Fig. 1: run 1, supply network
The bar under the picture is 20 microns long. Pins as bars on the die edge.
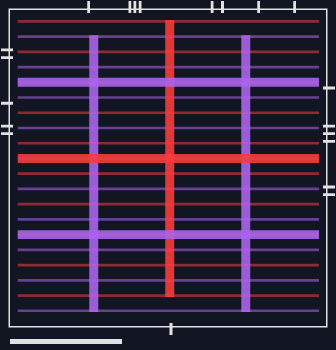
Fig. 2: run 1, cell classes on the final placement
Fill, decap, tap and diode cells in grey.
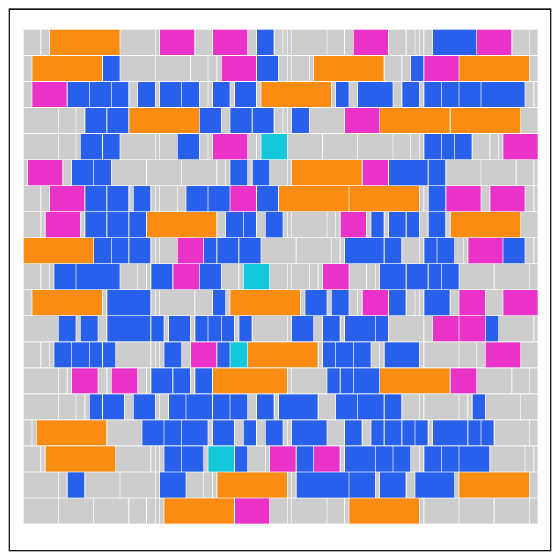
Fig. 3: run 1, clock wires, drivers and flops
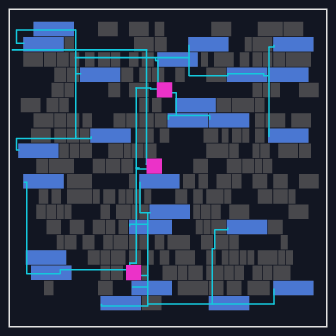
==> config.mk <==
export PLATFORM = sky130hd
export DESIGN_NAME = cipher_readout_tx
export DESIGN_NICKNAME = d
export VERILOG_FILES = /design/src/rtl/cipher_readout_tx.sv
export SDC_FILE = /design/constraint.sdc
export NUM_CORES = 1
export LEC_CHECK = 0
export CORE_UTILIZATION = 50
export DETAILED_ROUTE_END_ITERATION = 16
export MAX_ROUTING_LAYER = met4
export PLACE_DENSITY_LB_ADDON = 0.05
export SLEW_MARGIN = 5
export SYNTH_ARGS = -nofsm -noshare
export SYNTH_HDL_FRONTEND = slang
export SYNTH_SLANG_ARGS = --single-unit
==> constraint.sdc <==
create_clock -name clk -period 1.7 [get_ports clk]
set_input_delay 0.34 -clock clk [delete_from_list [all_inputs] [get_ports clk]]
set_output_delay 0.34 -clock clk [all_outputs]
set_load 0.01 [all_outputs]
==> results.cfg, run 1 <==
; synthesis and place-and-route metrics
[clock_network]
htreeDepth = 1
cts-buffers-inserted = 3
numClockSinks = 25
cts-root-buf = clkbuf_4
cts_max_path_buffers = 2
path_clk_slew_ns = 0.14
tritoncts = built

[final_timing]
final_max_slew_viol_count = 0
period_used_pct = 94.6
hold_violations = 0
setup_viol = 0
grt_setup_unrepaired = no
fin_tns_setup_ns = 0
clock.fmax_mhz = 622

[detailed_routing]
drtIter0Drc = 46
route.vias.total = 1470
drc = 0
finalWirelength_microns = 3350
ant_nets = 0
wire_per_inst_microns = 13.4

[run]
max-cap-violations = 0

[final_layout]
finish.instance_area_sq_um = 1780
nNetsFinal = 238
num_antenna_cells = 0

[synth]
synthesis.nets = 213
synth_warnings = 0
yosys_area_sq_um = 1480
enable_flop_cells = 0
ys_sh_simple_pct = 31.9
ys_cells = 194
avgSynthCellArea_sq_um = 7.64
ys_sh_xor_pct = 0
common_cells = dfxtp_1, a21oi_1, nand3_1, nand2_1, nor2_1
mux_share_pct = 3.55
adder_share_pct = 5.07
postSynthCellCount = 194
yosys.cell_count.top_type = dfxtp_1
synth_area_sq_um = 1480

[run_status]
status = completed

[place]
place_area_sq_um = 1750
place.gp.congestion = 0.805

[die]
io_pins = 20
rows = 19

[global_route]
grt_overflow = 0
track_usage_pct = 22.9
grt_pass1_wl_microns = 5640

[pwr]
totalPowerFinal_mw = 1.51
power_density_nw_per_um2 = 846

[setup_path]
arrival_ns = 1.27
crit_family = buffers and inverters
slowest_delay_ns = 0.55
ff2ff_setup_slack_ns = 0.18
worst_setup_path_end_kind = primary output
path_cells = clkdlybuf4s50_1

[hold_path]
hp-class = reg -> reg
About Fig. 1:
red -> VDD
purple -> VSS
met5 straps = 3
met4 straps = 3
die height: 56.4 microns
Max VDD drop: 608 uV

About Fig. 2:
cyan -> clock drivers and dummy loads  # cells 4, share of their area 1.6%
blue -> combinational and other logic  # cells 154, share of their area 52%
magenta -> other buffers and delay cells  # cells 35, share of their area 18%
orange -> flops  # cells 25, share of their area 29%
Seq area share: 28.1%
core area: 2780 sq um

About Fig. 3:
cyan -> clock wires  # length 336 microns
magenta -> clock drivers  # count 3
blue -> flip-flops  # count 25
flops lie = spread over the die
routed clock nets = 4
clk_lat worst skew: 0.33 ns
clock share of power: 18.4%
Fin Clk Skew: 0.00649 ns
Clk. pwr: 0.277 mW

-- run 1: logic make-up (layout without fill, tap and decap cells) --
kind of cell	Yosys count	count (layout)
multiplexers	5	5
AND-OR/OR-AND	50	50
flip-flops	25	25
buffers and inverters	19	43
adder cells (fa/ha/maj)	6	6
AND/OR/NAND/NOR	89	89
-- run 1: cell usage in the layout (no fill, tap or decap), drive strengths merged, types with 2 or more instances in the layout --
cell            n
a211oi          2
a21oi          24
a31oi          10
and3           10
buf            16
clkbuf          3
clkdlybuf4s50  19
dfxtp          25
ha              6
inv             4
mux2            2
mux2i           3
nand2          15
nand2b          3
nand3          19
nand4           7
nor2           13
nor2b           5
nor3            7
nor4            2
o21ai           7
o21bai          2
or3             2
-- run 1: tightest hold or removal path, stage by stage (launching register included) --
cell     delay (ns)
dfxtp_1        0.34
nand2_1        0.05
a21oi_1        0.05
-- run 1: final cells by class --
class,instances,area [sq um]
Clock buffer,3,22.5
Timing Repair Buffer,35,310
Tap cell,31,38.8
Clock inverter,1,5.00
Fill cell,250,997
Multi-Input combinational cell,150,891
Sequential cell,25,502
Inverter,4,15.0
-- run 1: per-stage QoR --
stage | setup WS, ns | util, % | hold slack (ns) | std cells
2_1_floorplan | 0.177 | - | 0.409 | 194
3_3_place_gp | 0.118 | 63.0 | 0.443 | 245
3_5_place_dp | 0.0963 | 63.0 | 0.458 | 245
4_1_cts | 0.0754 | 64.0 | 0.477 | 249
5_1_grt | 0.0265 | 64.1 | 0.512 | 249
6_report | 0.0918 | 64.1 | 0.471 | 249
-- run 1: report_power, final --
| group | total, mW | internal (mW) | switching [mW] |
|---|---|---|---|
| combinational | 0.505 | 0.231 | 0.274 |
| clock | 0.277 | 0.0885 | 0.189 |
| sequential | 0.727 | 0.654 | 0.0724 |
| total | 1.51 | 0.974 | 0.535 |
-- run 1: routing by layer --
metal	track usage (%)	share of wire [%]	wire, microns	up-vias
met3	2.30	3.4	113	5
li1	-	-	-	759
met1	28.8	46	1530	673
met4	8.71	1.5	51	0
met5	-	0	0	-
met2	38.0	49	1650	33
-- run 1: timing repair --
action,in CTS,in global routing
hold buffers,0,0
gates resized,0,3
endpoints found under the setup margin,0,6
==> inputs of run 2 (changes only) <==
--- a/config.mk
+++ b/config.mk
@@ -7,7 +7,6 @@
 export LEC_CHECK = 0
 export CORE_UTILIZATION = 50
 export DETAILED_ROUTE_END_ITERATION = 16
-export MAX_ROUTING_LAYER = met4
 export PLACE_DENSITY_LB_ADDON = 0.05
 export SLEW_MARGIN = 5
 export SYNTH_ARGS = -nofsm -noshare
==> run 2 against run 1 <==
- setup slack worse by 0.0045 ns
- power up 0.17%
- first-iteration DRC count up 26%
- cell area unchanged
- synthesized cell count unchanged
- routed wire length down 0.60%
- maximum frequency down 0.28%
- hold slack about the same
- combinational power about the same
- critical path type unchanged
- critical endpoint unchanged
- largest cell class unchanged
==> results.cfg, run 2 <==
; synthesis and place-and-route metrics
[final_layout]
comb_area_sq_um = 891
num_antenna_cells = 0
regArea_sq_um = 502
finish.instance_area_sq_um = 1780
nNetsFinal = 238

[global_route]
grt_pass1_wl_microns = 5630
grtUsageMet2_pct = 38.0
grt.met1_usage_pct = 28.8
gr-usage-met3_pct = 2.30
grt_overflow = 0

[place]
place_area_sq_um = 1750
place.gp.congestion = 0.794

[pwr]
power.switching_mw = 0.538
swShare_pct = 35.6
totalPowerFinal_mw = 1.51
peakVddDrop_uv = 609
seqPwrFrac_pct = 48.1
p_comb_share_pct = 33.4

[detailed_routing]
finalWirelength_microns = 3330
wire_per_inst_microns = 13.4
drc = 0
route.vias.total = 1479
ant_nets = 0

[final_timing]
hold_violations = 0
period_used_pct = 94.9
setup_viol = 0
clock.fmax_mhz = 620
grt_setup_unrepaired = no
fin_tns_setup_ns = 0
final_max_slew_viol_count = 0
hold_ws_ns = 0.471

[synth]
common_cells = dfxtp_1, a21oi_1, nand3_1, nand2_1, nor2_1
ys_cells = 194
synthesis.nets = 213
enable_flop_cells = 0
synth_area_sq_um = 1480
yosys.area.top_type = dfxtp_1
avgSynthCellArea_sq_um = 7.64
yosys.cell_count.top_type = dfxtp_1
yosys_area_sq_um = 1480

[run_status]
status = completed

[clock_network]
tritoncts = built
path_clk_slew_ns = 0.15
cts-buffers-inserted = 3
clkLatencyLatePin_ns = 0.33
htreeDepth = 1
cts-root-buf = clkbuf_4

[die]
io_pins = 20
core-area_sq_um = 2780

[setup_path]
arrival_ns = 1.27
worst_setup_path_end_kind = primary output
crit_family = buffers and inverters
ff2ff_setup_slack_ns = 0.18
path_cells = clkdlybuf4s50_1

[run]
max-cap-violations = 0

[hold_path]
hp-class = reg -> reg
==> run 2: cell counts in the layout (fill, tap and decap cells not counted) <==
Identical to the previous run, type by type.
==> run 2: layout make-up <==
cell class,instances,share of cell area [%]
repair buffers,35,17.4
multi-input cells,150,49.9
clock inverters,1,0.281
inverters,4,0.842
clock buffers,3,1.26
flip-flops and latches,25,28.1
well taps,31,2.17
==> run 2: timing repair <==
item,in CTS,in global routing
endpoints found under the setup margin,0,6
endpoints found under the hold margin,0,0
gates resized,0,3
==> run 2: layer usage <==
| layer | share of wire (%) | wire (microns) | vias to the layer above |
|---|---|---|---|
| met5 | 0 | 0 | - |
| met4 | 1.6 | 52 | 0 |
| met3 | 3.9 | 129 | 5 |
| met2 | 50 | 1660 | 30 |
| met1 | 45 | 1490 | 687 |
| li1 | - | - | 757 |
==> run 2: logic make-up (layout without fill, tap and decap cells) <==
| family | count (synthesis) | in the layout | synth area share (%) |
|---|---|---|---|
| mux | 5 | 5 | 3.55 |
| fa+ha+maj | 6 | 6 | 5.07 |
| simple gates | 89 | 89 | 31.9 |
| buf+inv | 19 | 43 | 6.33 |
| compound gates | 50 | 50 | 19.3 |
| flops | 25 | 25 | 33.8 |
==> run 2: power groups by stage <==
stage	sequential [mW]	combinational, mW	clock (mW)
floorplan	0.712	0.347	0
global placement	0.733	0.490	0
detailed placement	0.737	0.503	0
CTS	0.724	0.504	0.290
global route	0.738	0.562	0.307
finish	0.727	0.504	0.280
==> run 2: stage by stage <==
step                      cells  worst slack, ns  util (%)
after detailed placement    245           0.0963      63.0
after floorplan             194            0.177         -
after global placement      245            0.118      63.0
after global routing        249           0.0265      64.1
after CTS                   249           0.0754      64.0
final                       249           0.0873      64.1
Fig. 4: run 2, clock wires, drivers and flops
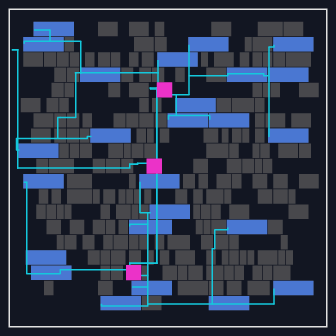
magenta -> clock drivers  # count 3
cyan -> clock wires  # length 340 microns
blue -> flip-flops  # count 25
flops lie = spread over the die
Fin Clk Skew: 0.00918 ns
Clk. pwr: 0.280 mW
clock share of power: 18.5%

Power figures rest on the tool's default switching activity, not on a simulated workload.
